==> run_1/power_grid.png <==
Bar = 50 um. Pins as bars on the die edge. Tap cells in grey.
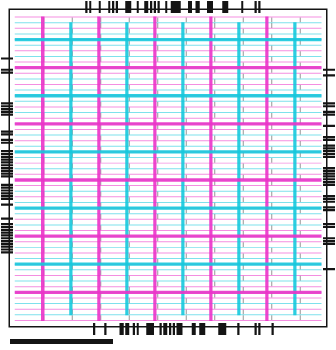
==> run_1/placement_by_type.png <==
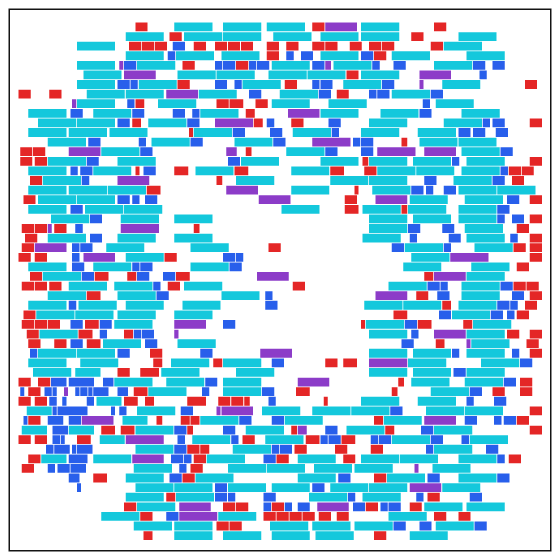
==> run_1/clk_routes.png <==
Bar = 50 um.
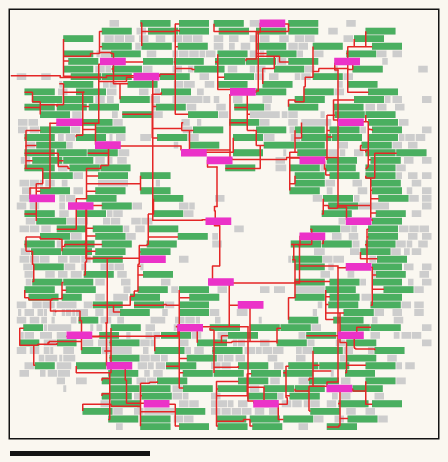
--- src/rtl/cpu_pkg.sv ---
// cpu_pkg: shared CPU widths, the fetch entry type and a parameter-check helper
package cpu_pkg;

    localparam int DEF_XLEN = 32;
    localparam int DEF_ILEN = 32;

    // Entry handed from fetch to decode at the default core widths.
    typedef struct packed {
        logic [DEF_XLEN-1:0] pc;
        logic [DEF_ILEN-1:0] instr;
    } fetch_entry_t;

    function automatic bit is_pow2(input int n);
        return n > 0 && (n & (n - 1)) == 0;
    endfunction

endpackage

--- src/rtl/fq_ctrl.sv ---
// fq_ctrl: pointer/occupancy bookkeeping and push/pop/flush priority for fetch_queue
//   in : clk, rst, flush, push_valid, pop_ready
//   out: push_ready, pop_valid, wr_en (storage write strobe), wr_ptr, rd_ptr,
//        count, full, empty
module fq_ctrl
    import cpu_pkg::*;
#(
    parameter  int DEPTH = 4,
    localparam int PW    = $clog2(DEPTH),
    localparam int CW    = $clog2(DEPTH + 1)
) (
    input  logic          clk,
    input  logic          rst,
    input  logic          flush,
    input  logic          push_valid,
    input  logic          pop_ready,
    output logic          push_ready,
    output logic          pop_valid,
    output logic          wr_en,
    output logic [PW-1:0] wr_ptr,
    output logic [PW-1:0] rd_ptr,
    output logic [CW-1:0] count,
    output logic          full,
    output logic          empty
);

    if (!is_pow2(DEPTH) || DEPTH < 2) begin : g_bad_depth
        $error("fetch_queue DEPTH must be a power of two and at least 2");
    end

    logic          push_fire;
    logic          pop_fire;
    logic [PW-1:0] wr_nxt;
    logic [PW-1:0] rd_nxt;
    logic [CW-1:0] cnt_nxt;

    always_comb begin
        full       = count == CW'(DEPTH);
        empty      = count == '0;
        push_ready = !full;
        pop_valid  = !empty;
        push_fire  = push_valid && push_ready;
        pop_fire   = pop_valid && pop_ready;
        // A push in a flush cycle belongs to the wrong path, so it never reaches storage.
        wr_en      = push_fire && !flush && !rst;
        wr_nxt     = flush ? '0 : wr_ptr + PW'(push_fire);
        rd_nxt     = flush ? '0 : rd_ptr + PW'(pop_fire);
        cnt_nxt    = flush ? '0 : count + CW'(push_fire) - CW'(pop_fire);
    end

    always_ff @(posedge clk) begin
        if (rst) begin
            wr_ptr <= '0;
            rd_ptr <= '0;
            count  <= '0;
        end else begin
            wr_ptr <= wr_nxt;
            rd_ptr <= rd_nxt;
            count  <= cnt_nxt;
        end
    end

    // Underflow wraps the unsigned count above DEPTH, so one bound covers both directions.
    always_ff @(posedge clk) begin
        if (!rst) begin
            assert (count <= CW'(DEPTH));
            assert (PW'(wr_ptr - rd_ptr) == PW'(count));
        end
    end

endmodule

--- src/rtl/fetch_queue.sv ---
// fetch_queue: DEPTH-entry first-word-fall-through (pc, instr) buffer between fetch and decode
//   in : clk, rst, flush, push_valid, push_pc, push_instr, pop_ready
//   out: push_ready, pop_valid, pop_pc, pop_instr, count, full, empty
module fetch_queue
    import cpu_pkg::*;
#(
    parameter  int XLEN  = DEF_XLEN,
    parameter  int ILEN  = DEF_ILEN,
    parameter  int DEPTH = 4,
    localparam int CW    = $clog2(DEPTH + 1)
) (
    input  logic            clk,
    input  logic            rst,
    input  logic            flush,
    input  logic            push_valid,
    output logic            push_ready,
    input  logic [XLEN-1:0] push_pc,
    input  logic [ILEN-1:0] push_instr,
    output logic            pop_valid,
    input  logic            pop_ready,
    output logic [XLEN-1:0] pop_pc,
    output logic [ILEN-1:0] pop_instr,
    output logic [CW-1:0]   count,
    output logic            full,
    output logic            empty
);

    localparam int PW = $clog2(DEPTH);

    // Same layout as fetch_entry_t, sized by this instance's parameters.
    typedef struct packed {
        logic [XLEN-1:0] pc;
        logic [ILEN-1:0] instr;
    } entry_t;

    entry_t        mem [DEPTH];
    entry_t        head;
    logic          wr_en;
    logic          rst_q;
    logic [PW-1:0] wr_ptr;
    logic [PW-1:0] rd_ptr;

    fq_ctrl #(.DEPTH(DEPTH)) u_ctrl (
        .clk        (clk),
        .rst        (rst),
        .flush      (flush),
        .push_valid (push_valid),
        .pop_ready  (pop_ready),
        .push_ready (push_ready),
        .pop_valid  (pop_valid),
        .wr_en      (wr_en),
        .wr_ptr     (wr_ptr),
        .rd_ptr     (rd_ptr),
        .count      (count),
        .full       (full),
        .empty      (empty)
    );

    always_ff @(posedge clk) begin
        rst_q <= rst;
        if (wr_en)
            mem[wr_ptr] <= '{pc: push_pc, instr: push_instr};
    end

    // Storage is never cleared, so the head is forced to zero until reset has settled.
    always_comb begin
        head      = mem[rd_ptr];
        pop_pc    = (rst || rst_q) ? '0 : head.pc;
        pop_instr = (rst || rst_q) ? '0 : head.instr;
    end

endmodule

--- config.mk ---
export PLATFORM = sky130hd
export DESIGN_NAME = fetch_queue
export DESIGN_NICKNAME = d
export VERILOG_FILES = /design/src/rtl/cpu_pkg.sv /design/src/rtl/fq_ctrl.sv /design/src/rtl/fetch_queue.sv
export SDC_FILE = /design/constraint.sdc
export NUM_CORES = 1
export LEC_CHECK = 0
export CAP_MARGIN = 20
export CORE_MARGIN = 2
export CORE_UTILIZATION = 45
export DETAILED_ROUTE_END_ITERATION = 12
export GPL_TIMING_DRIVEN = 0
export MAX_ROUTING_LAYER = met4
export PLACE_DENSITY = 0.74
export SKIP_CTS_REPAIR_TIMING = 1
export SYNTH_ARGS = -nofsm -noshare
export SYNTH_HDL_FRONTEND = slang
export SYNTH_SLANG_ARGS = --single-unit
--- constraint.sdc ---
create_clock -name clk -period 16.15 [get_ports clk]
set_input_delay 3.23 -clock clk [delete_from_list [all_inputs] [get_ports clk]]
set_output_delay 3.23 -clock clk [all_outputs]
set_load 0.01 [all_outputs]
==> changes_impl.md, run 1 <==
### Changed

* Compound-cell area share of the yosys netlist at under 10%
* Tap cell count at 280
* Number of cells traversed by the worst register-to-register path at 6
* Cell count after synthesis at roughly 520
* Number of cells on the critical path at 6
* Buffering stage count on the worst path with inverters included at 4
* Met3 capacity usage during global routing at between 3 and 4%
* Count of tool warnings at 26
* Top flop regs: mem: 256 flops, u_ctrl.count: 3 flops
* Post-placement worst setup slack at around 7500 ps
* Area of placed instances at 0.0121 sq mm
* Total number of H-tree levels at 1
* Max-slew headroom at between 30 and 40%
* Number of clock buffer instances in the layout at 31
* Min-Delay Endpoint: u_ctrl.rd_ptr[0]$_SDFF_PP0_
* Min-Delay Startpoint: u_ctrl.rd_ptr[0]$_SDFF_PP0_
* Top Ports at ~140
* Wire length reported by the detailed router at around 21 mm
* Combinational fraction of the cell area at about 15%
* Highest achievable clock rate at between 100 and 150 MHz
* Kind of launch point of the worst setup path: input port
* Worst hold path cell count at 2
* Cell count after placement at 973
* R2R Path Start: u_ctrl.count[1]$_SDFF_PP0_
* Final-layout setup total negative slack at 0 ps
* Async set-or-reset flop fraction in the synthesized netlist at 0%
* Starting Density at 45.8%
* Mux cell area share after synthesis at around an eighth
* Highest net fanout along the worst path at 10
* Flip-flop count of the largest register, all copies and words added at 256
* Dominant flop cell: sky130_fd_sc_hd__edfxtp_1
* Most used cells in the layout excluding fill and tap cells: sky130_fd_sc_hd__edfxtp_1, sky130_fd_sc_hd__clkdlybuf4s50_1, sky130_fd_sc_hd__mux2i_1, sky130_fd_sc_hd__o22ai_1, sky130_fd_sc_hd__clkbuf_16
* Detailed Route Iter0 Violations at approximately 260
* Most frequent cell after synthesis: sky130_fd_sc_hd__edfxtp_1
* Initial antenna violation count at 0
* Share of layout cells above drive strength 1 at between 10% and 20%
* Proportion of total power due to net switching at 18.7%
* Clock Pin Slew Worst Setup and Hold Paths at ~60 ps
* Area fraction of clock buffers and clock inverters at between 7 and 8%
* Main area contributors: sky130_fd_sc_hd__edfxtp_1, sky130_fd_sc_hd__mux2i_1, sky130_fd_sc_hd__o22ai_1, sky130_fd_sc_hd__dfxtp_1, sky130_fd_sc_hd__buf_6
* Part of the power in combinational logic at 6.0%
* Maximum number of pins on one net before global-route repair at 15
* Least setup slack across all paths after layout at about 7500 ps
* Wirelength per Cell at ~21 um
* Start point of the critical path: rst
* Share of synthesized area occupied by flip-flops and latches at approximately four fifths
* Stage delay of the slowest cell on the critical path at approximately 580 ps
* Inverters, non-clock at 6
* Cell repeated most along the worst path: sky130_fd_sc_hd__clkdlybuf4s50_1
* Slowest CP cell: sky130_fd_sc_hd__clkdlybuf4s50_1
* Leading area contributor after synthesis: sky130_fd_sc_hd__edfxtp_1
* Grt ovf at 0
* Type of the setup path with the least slack: in2out
* Register name with the most flops: mem
* Part of the power in registers at 50.0%
* Buffer type at the clock tree root: sky130_fd_sc_hd__clkbuf_16
* Dpl hpwl at between 10 and 15 mm
* Setup repair after global routing missed its margin: no
* Class of the tightest hold or removal check: reg2reg
* Total power consumption of the routed design at 1530 uW
* Signal buffers share of area at around 15%
* Slack of the worst reg-to-reg path at between 10000 and 15000 ps
* Arrival time at the worst endpoint at about 5400 ps
* Crit path time final at 8670 ps
* Cell count in the Yosys report at 520
* Global placement routability congestion at a little over 0.7
* Critical path cell sequence: clkdlybuf4s50_1 > or3_1 > buf_6 > clkbuf_1 > o22ai_1 > clkdlybuf4s50_1
* Sequential cell area in the final layout at about 0.0078 sq mm
* Via/cell ratio at approximately 5.3
* Number of vias after detailed routing at ~5400
* Post-synthesis share of cell area spent on full adders, half adders and majority gates at less than 1%
* Die Area at between 0.02 and 0.025 sq mm
* Most area-hungry cell class in the final design: flip-flops and latches
* Nets at approximately 800
* Number of different library cells in the post-synthesis netlist at 26
* MI comb cells at 221
* Non-clock buffer count in the final layout at just over 200
* Warning count from the yosys run at 0
* Maximum count of clock buffers along a single path at 3
* WHS at a little under 600 ps
* Internal at approximately 1200 uW
* GR peak layer: met2
* Basic Gates by Area at 1.34%
* Data required time at the worst endpoint at ~13000 ps
* Global-route usage over all layers at between 10% and 20%
* Cell family with most CP delay: buffers and inverters
* Power spent charging and discharging nets at about 290 uW
* Total count of max-transition violations in the final report at 0
* Met2 usage at 32.1%
* Tally of buffers added on design ports at approximately 140
* Number of enable flip-flop cells at 256
* DRC at 0
* DRT Pass-1 Iters at 4
* Number of register bits inferred by synthesis at around 260
* Area growth syn-to-layout at 30.7%
* FF+latch count at roughly 260
* PD cells at around 120 mW/mm^2
* Most used logic cell in the final layout: sky130_fd_sc_hd__edfxtp_1
* TritonCTS clock tree: built
* First-pass GRT wire length at between 30 and 40 mm
* Most common library cells after synthesis: sky130_fd_sc_hd__edfxtp_1, sky130_fd_sc_hd__mux2i_1, sky130_fd_sc_hd__o22ai_1
* Category of the worst setup path capture point: primary output
* Clock sink total at 264
* Synthesized Nets at between 500 and 600
* Final Hold Violating Endpoints at 0
* Combinational gate area at between 0.0015 and 0.002 sq mm
* Top-area cell type share of the netlist area at between 70% and 80%
* Total cell area reported by yosys after synthesis at between 0.009 and 0.01 sq mm
* Post-route antenna net violation count at 0
* Via count of the first global-routing pass at slightly below 6000
* Synthesized area per cell at between 15 and 20 sq um
* Global routing usage on met1 at 22.6%
* Non-filler cells, final at 1020
* R2R Path End: mem[3][8]$_DFFE_PP_
* Post-layout period usage of the worst path at between 50% and 60%
* Status: completed
* TritonCTS Buffers at 27
* Filler cell count at 1588
* Total of endpoints with negative setup slack in the final report at 0
* XORs/XNORs by Area at less than 1%
* Dominant combinational family: multiplexers
* Measured slew at the worst slew-check pin at ~930 ps
* Capturing instance or port of the critical path: pop_pc[20]
Back to the opening pictures, power_grid.png:
VDD: drawn in cyan. VSS: drawn in magenta.
The core has 54 rows. 55 met1 rails follow the rows. 10 straps on met4. 280 tap cells. 10 straps on met5.
Horiz. Die Dim: 153 um
worst-case vdd ir drop: 79.1 uV

Back to the opening pictures, placement_by_type.png:
combinational and other logic: drawn in blue, cells 227, share of their area 16%. remaining buffers and delay cells: drawn in red, cells 202, share of their area 15%. clock drivers and dummy loads: drawn in purple, cells 47, share of their area 7.6%. sequential cells: drawn in cyan, cells 264, share of their area 62%.
fraction of area in registers: 60.1%
Site Rows: 54
final core utilization: 59.8%
Layout Cell Area excl Fill: 0.0131 sq mm
standard cell core area: 0.0218 sq mm

Back to the opening pictures, clk_routes.png:
flip-flops: drawn in green, count 264. clock drivers: drawn in magenta, count 27. clock wires: drawn in red, length 2740 um.
Position of the flops: widely spread. There are 28 routed clock nets.
clock-net power: 672 uW
clock network latency to the later pin of the worst-skew pair: 520 ps
part of the total power dissipated in the clock network: 43.9%
Clock Skews: 11.6 ps

-- run 1: power by group through the flow --
stage / clock (uW) / combinational (uW) / sequential, uW
floorplan: 0 / 33.3 / 781
global placement: 0 / 85.8 / 782
detailed placement: 0 / 92.1 / 780
CTS: 685 / 93.3 / 766
global route: 711 / 99.3 / 766
finish: 672 / 92.4 / 766
-- run 1: worst register-to-register path, delay by kind of cell, from the launching register on --
kind	cells	cell delay [ps]
AND/OR/NAND/NOR	2	1000
buffers and inverters	4	800
flip-flops	1	440
-- run 1: layer usage --
metal  share of wire, %  up-vias
li1                   -     2503
met1                 42     2763
met2                 52      149
met3                4.4       33
met4                1.6        0
met5                  0        -
## Run 2: what changed since run 1
Settings changed: PLACE_DENSITY 0.74 to 0.76.
Clock period 16.15 ns to 7.1 ns, I/O delays scaled along.
==> run_2/wires.png <==
Bar = 50 um. Only two layers are drawn.
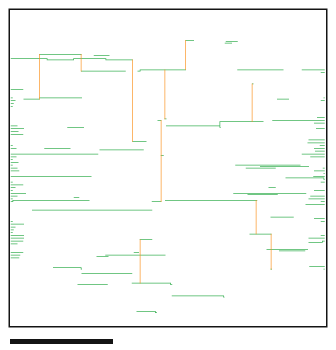
metal 3: drawn in green, wire length 1160 um. metal 4: drawn in orange, wire length 220 um.
number of vias after detailed routing: 5411
Wirelength per Cell: 20.3 um
global-route usage over all layers: 17.7%

==> run_2/placement_by_type.png <==
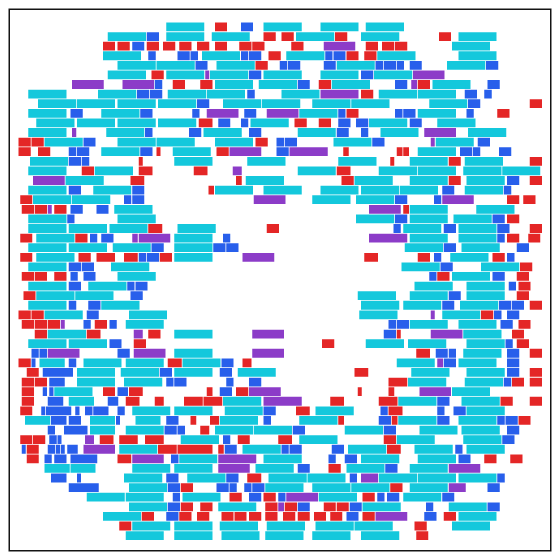
clock drivers and dummy loads: drawn in purple, cells 47, share of their area 7.3%. combinational and other logic: drawn in blue, cells 227, share of their area 16%. remaining buffers and delay cells: drawn in red, cells 191, share of their area 15%. sequential cells: drawn in cyan, cells 264, share of their area 62%.
final core utilization: 59.6%
Layout Cell Area excl Fill: 0.0130 sq mm
fraction of area in registers: 60.3%

==> run 2 against run 1 <==
Against the previous run:
- clock power increased by 110%
- sequential power rose by 130%
- hold slack better by 12 ps
- synthesized cell count is the same
- sequential share of layout area up 0.25 points
- routed wire length down 2.8%
- first-iteration DRC count decreased by 0.76%
- critical path depth unchanged
- worst setup slack got worse by 5400 ps
- power grew 120%
- utilization is 0.25 points lower
- die size stayed put
- highest routed layer unchanged
==> changes_impl.md, run 2 <==
### Changed

* Status: completed
* Cell count after placement at 962
* Clock-net power at 1430 uW
* Max-slew headroom at 46.4%
* Total cell area reported by yosys after synthesis at around 0.010 sq mm
* Seq. pwr at roughly 1700 uW
* Synthesized Nets at roughly 590
* Buffer type at the clock tree root: sky130_fd_sc_hd__clkbuf_16
* Measured slew at the worst slew-check pin at 800 ps
* Number of cells traversed by the worst register-to-register path at 5
* Count of tool warnings at 26
* Detailed Route Iter0 Violations at approximately 260
* Setup repair after global routing missed its margin: no
* Number of different library cells in the post-synthesis netlist at 26
* Type of the setup path with the least slack: in2out
* Die Area at roughly 0.023 sq mm
* Cell count after synthesis at roughly 520
* Total number of H-tree levels at 1
* Highest net fanout along the worst path at 10
* Top flop regs: mem: 256 flops, u_ctrl.count: 3 flops
* Total of endpoints with negative setup slack in the final report at 0
* Site Rows at approximately 54
* Part of the power in combinational logic at about 6.2%
* Top-area cell type share of the netlist area at between 70% and 80%
* Data required time at the worst endpoint at approximately 5700 ps
* Post-synthesis share of cell area spent on full adders, half adders and majority gates at less than 1%
* Arrival time at the worst endpoint at ~3600 ps
* Async set-or-reset flop fraction in the synthesized netlist at 0%
* Non-filler cells, final at about 1000
* First-pass GRT wire length at roughly 32 mm
* Tap cell count at ~280
* Most used cells in the layout excluding fill and tap cells: sky130_fd_sc_hd__edfxtp_1, sky130_fd_sc_hd__clkdlybuf4s50_1, sky130_fd_sc_hd__mux2i_1, sky130_fd_sc_hd__o22ai_1, sky130_fd_sc_hd__clkbuf_16
* Most used logic cell in the final layout: sky130_fd_sc_hd__edfxtp_1
* Compound-cell area share of the yosys netlist at roughly 4.0%
* Maximum count of clock buffers along a single path at 3
* Power spent charging and discharging nets at around 650 uW
* Clock network latency to the later pin of the worst-skew pair at a little over 500 ps
* Area of placed instances at 0.0121 sq mm
* Global placement routability congestion at 0.739
* Non-clock buffer count in the final layout at 191
* Register name with the most flops: mem
* R2R Path End: mem[2][10]$_DFFE_PP_
* Total inserted antenna cells at 0
* Leading area contributor after synthesis: sky130_fd_sc_hd__edfxtp_1
* Final-layout setup total negative slack at 0 ps
* Standard cell core area at 0.0218 sq mm
* Most common library cells after synthesis: sky130_fd_sc_hd__edfxtp_1, sky130_fd_sc_hd__mux2i_1, sky130_fd_sc_hd__o22ai_1
* Post-placement worst setup slack at 2110 ps
* Capturing instance or port of the critical path: pop_pc[18]
* Cell count in the Yosys report at 520
* Proportion of total power due to net switching at between 10% and 20%
* Slowest CP cell: sky130_fd_sc_hd__clkdlybuf4s50_1
* Category of the worst setup path capture point: primary output
* Final Hold Violating Endpoints at 0
* Sequential cell area in the final layout at 0.00785 sq mm
* Post-layout period usage of the worst path at 70.1%
* Met3 WL post-DR at between 1 and 1.5 mm
* Combinational logic power at 211 uW
* Combinational gate area at slightly below 0.002 sq mm
* Dominant combinational family: multiplexers
* Share of layout cells above drive strength 1 at approximately 13%
* Synthesized area per cell at between 15 and 20 sq um
* Number of cells on the critical path at 6
* R2R Path Start: u_ctrl.wr_ptr[0]$_SDFF_PP0_
* Grt ovf at 0
* Tally of buffers added on design ports at between 100 and 150
* Via count of the first global-routing pass at approximately 5700
* Clock Pin Slew Worst Setup and Hold Paths at approximately 60 ps
* Met2 usage at a little under a third
* FF+latch count at between 200 and 300
* TritonCTS Buffers at 26
* Kind of launch point of the worst setup path: input port
* Total count of max-transition violations in the final report at 0
* Post-route antenna net violation count at 0
* TritonCTS clock tree: built
* Share of synthesized area occupied by flip-flops and latches at between 70% and 80%
* Min-Delay Startpoint: u_ctrl.rd_ptr[0]$_SDFF_PP0_
* DRT Pass-1 Iters at 5
* Heaviest power group: registers
* Cell family with most CP delay: buffers and inverters
* PD cells at about 260 mW/mm^2
* Warning count from the yosys run at 0
* Area growth syn-to-layout at 30.1%
* Nets at slightly below 800
* Crit path time final at approximately 5000 ps
* Mux cell area share after synthesis at 12.8%
* Dpl hpwl at between 10 and 15 mm
* Via/cell ratio at approximately 5.4
* Buffering stage count on the worst path with inverters included at 4
* Start point of the critical path: rst
* Area fraction of clock buffers and clock inverters at 7.06%
* Stage delay of the slowest cell on the critical path at 590 ps
* Number of clock buffer instances in the layout at 33
* Starting Density at a little under half
* Part of the power in registers at 51.4%
* Highest achievable clock rate at between 200 and 250 MHz
* Slack of the worst reg-to-reg path at around 4700 ps
* MI comb cells at between 200 and 250
* DR WL met2 at ~11 mm
* Number of register bits inferred by synthesis at 264
* Maximum number of pins on one net before global-route repair at 17
* Met3 capacity usage during global routing at approximately 3.2%
* Internal at between 2000 and 3000 uW
* Dominant flop cell: sky130_fd_sc_hd__edfxtp_1
-- run 2: per-stage QoR --
stage                     total power (uW)  hold slack, ps
after floorplan                       1850             533
after global routing                  3500             622
after CTS                             3420             602
final                                 3390             604
after global placement                1970             544
after detailed placement              1990             587
-- run 2: worst min path at each step --
stage | end | cells past startpoint
floorplan | u_ctrl.wr_ptr[1]$_SDFF_PP0_ | 2
global placement | u_ctrl.wr_ptr[1]$_SDFF_PP0_ | 2
detailed placement | u_ctrl.rd_ptr[0]$_SDFF_PP0_ | 2
CTS | u_ctrl.rd_ptr[0]$_SDFF_PP0_ | 2
global route | u_ctrl.rd_ptr[0]$_SDFF_PP0_ | 2
finish | u_ctrl.rd_ptr[0]$_SDFF_PP0_ | 2
## Run 3: what changed since run 2
Clock period 7.1 ns to 4.5 ns, I/O delays scaled along.
==> run_3/placement_by_type.png <==
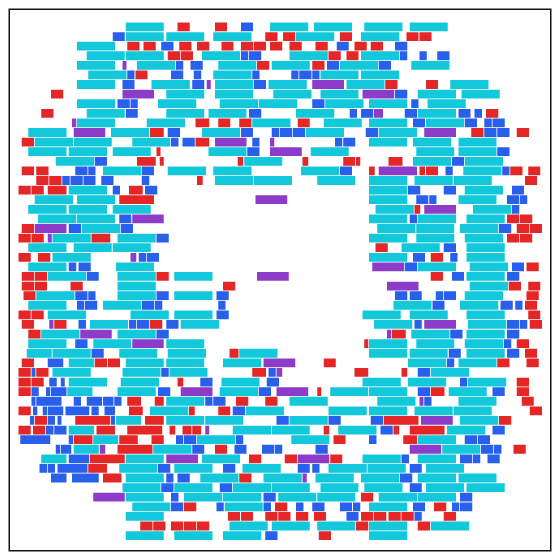
combinational and other logic: drawn in blue, cells 227, share of their area 16%. clock drivers and dummy loads: drawn in purple, cells 40, share of their area 5.7%. remaining buffers and delay cells: drawn in red, cells 188, share of their area 16%. sequential cells: drawn in cyan, cells 264, share of their area 63%.
final core utilization: 59.0%
fraction of area in registers: 60.9%
Layout Cell Area excl Fill: 0.0129 sq mm

==> run_3/power_grid.png <==
Bar = 50 um. Pins as bars on the die edge. Tap cells in grey.
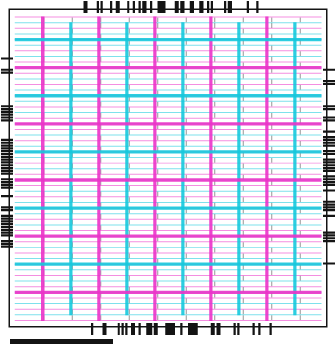
worst-case vdd ir drop: 360 uV
Die Y: 153 um

==> run 3 against run 2 <==
Against the previous run:
- worst setup slack worse by 1600 ps
- routed wire length shrank 1.6%
- clock power rose by 29%
- final cell count is 0.99% lower
- first-iteration DRC count grew 13%
- global-route usage down 0.18 points
- clock skew is 0.88 ps lower
- sequential share of layout area grew 0.60 points
- sequential power up 58%
- register-to-register slack got worse by 2600 ps
==> changes_impl.md, run 3 <==
### Changed

* Dominant combinational family: multiplexers
* Mux cell area share after synthesis at between 10% and 20%
* TritonCTS Buffers at 25
* Seq. pwr at approximately 2800 uW
* Clock Pin Slew Worst Setup and Hold Paths at 60 ps
* Final-layout setup total negative slack at 0 ps
* Max-slew headroom at between 40 and 50%
* Type of the setup path with the least slack: in2out
* Status: completed
* Detailed Route Iter0 Violations at slightly below 300
* Min-Delay Endpoint: u_ctrl.rd_ptr[0]$_SDFF_PP0_
* Synthesized area per cell at 19.2 sq um
* Most used logic cell in the final layout: sky130_fd_sc_hd__edfxtp_1
* Horiz. Die Dim at roughly 150 um
* FF+latch count at between 200 and 300
* Start point of the critical path: rst
* PD cells at 383 mW/mm^2
* Tally of buffers added on design ports at 139
* Highest achievable clock rate at around 250 MHz
* Dominant flop cell: sky130_fd_sc_hd__edfxtp_1
* First-pass GRT wire length at roughly 31 mm
* Die Area at about 0.023 sq mm
* Power spent charging and discharging nets at roughly 960 uW
* Most frequent cell after synthesis: sky130_fd_sc_hd__edfxtp_1
* Part of the total power dissipated in the clock network at between 30% and 40%
* Combinational gate area at roughly 0.0020 sq mm
* Global-route usage over all layers at between 10% and 20%
* Area of placed instances at roughly 0.012 sq mm
* Arrival time at the worst endpoint at 3080 ps
* DRT Pass-1 Iters at 5
* Filler cell count at roughly 1600
* XORs/XNORs by Area at less than 1%
* Initial antenna violation count at 0
* Async set-or-reset flop fraction in the synthesized netlist at 0%
* Area fraction of clock buffers and clock inverters at about 5.6%
* Category of the worst setup path capture point: primary output
* Number of different library cells in the post-synthesis netlist at 26
* Worst hold path cell count at 2
* Part of the power in registers at 55.6%
* Cell count after placement at ~960
* Most used cells in the layout excluding fill and tap cells: sky130_fd_sc_hd__edfxtp_1, sky130_fd_sc_hd__clkdlybuf4s50_1, sky130_fd_sc_hd__mux2i_1, sky130_fd_sc_hd__o22ai_1, sky130_fd_sc_hd__clkbuf_16
* Clock sink total at 264
* Measured slew at the worst slew-check pin at about 850 ps
* Non-filler cells, final at 999
* Most area-hungry cell class in the final design: flip-flops and latches
* Via count of the first global-routing pass at ~5600
* Sequential cell area in the final layout at slightly below 0.008 sq mm
* Combinational fraction of the cell area at between 15 and 20%
* Nets at 780
* MI comb cells at around 220
* Number of clock buffer instances in the layout at 30
* Combinational logic power at 337 uW
* Post-layout period usage of the worst path at approximately nine tenths
* Proportion of total power due to net switching at 19.4%
* Final Hold Violating Endpoints at 0
* Heaviest power group: registers
* WHS at slightly above 600 ps
* DRC at 0
* Top-area cell type share of the netlist area at 76.9%
* Total power consumption of the routed design at between 4000 and 5000 uW
* Number of cells traversed by the worst register-to-register path at 4
* Setup repair after global routing missed its margin: no
* Top flop regs: mem: 256 flops, u_ctrl.count: 3 flops
* Kind of launch point of the worst setup path: input port
* Non-clock buffer count in the final layout at approximately 190
* Clock network latency to the later pin of the worst-skew pair at approximately 500 ps
* Standard cell core area at 0.0218 sq mm
* Number of register bits inferred by synthesis at about 260
* Crit path time final at between 3000 and 4000 ps
* Most common library cells after synthesis: sky130_fd_sc_hd__edfxtp_1, sky130_fd_sc_hd__mux2i_1, sky130_fd_sc_hd__o22ai_1
* Total number of H-tree levels at 1
* Data required time at the worst endpoint at approximately 3600 ps
* Least setup slack across all paths after layout at ~520 ps
* Buffer type at the clock tree root: sky130_fd_sc_hd__clkbuf_16
* Leading area contributor after synthesis: sky130_fd_sc_hd__edfxtp_1
* Capturing instance or port of the critical path: pop_pc[18]
* Share of layout cells above drive strength 1 at about 11%
* Compound-cell area share of the yosys netlist at about 4%
* Part of the power in combinational logic at under 10%
* Highest net fanout along the worst path at 10
* Count of tool warnings at 26
* Number of enable flip-flop cells at 256
* Min-Delay Startpoint: u_ctrl.rd_ptr[0]$_SDFF_PP0_
* Internal at 3980 uW
* Synthesized Nets at 594
* Post-route antenna net violation count at 0
* Via/cell ratio at around 5.4
* Inverters, non-clock at 6
* Signal buffers share of area at approximately 15%
* Area growth syn-to-layout at 28.8%
* R2R Path Start: u_ctrl.wr_ptr[0]$_SDFF_PP0_
* Starting Density at a little under half
* Flip-flop count of the largest register, all copies and words added at 256
* Global placement routability congestion at between 0.7 and 0.8
* Slack of the worst reg-to-reg path at between 2000 and 2500 ps
* Grt ovf at 0
* Post-synthesis share of cell area spent on full adders, half adders and majority gates at less than 1%
* TritonCTS clock tree: built
* Register name with the most flops: mem
[run 3: cell counts after synthesis]
Identical to the previous run, type by type.
[run 3: routing by layer]
metal  up-vias  part of all wire, %  global-route usage, %  wire (um)
li1       2468                    -                      -          -
met1      2696                   43                   22.7       8630
met2       165                   51                   29.3      10200
met3        24                  5.2                   3.03       1040
met4         0                  1.4                   4.01        291
met5         -                    0                      -          0
[run 3: worst max-delay path: stages]
cell,delay (ps)
sky130_fd_sc_hd__clkdlybuf4s50_1,490
sky130_fd_sc_hd__or3_1,350
sky130_fd_sc_hd__buf_6,170
sky130_fd_sc_hd__clkbuf_1,300
sky130_fd_sc_hd__o22ai_1,270
sky130_fd_sc_hd__clkdlybuf4s50_1,580
Power is estimated from default activity; no workload was simulated.
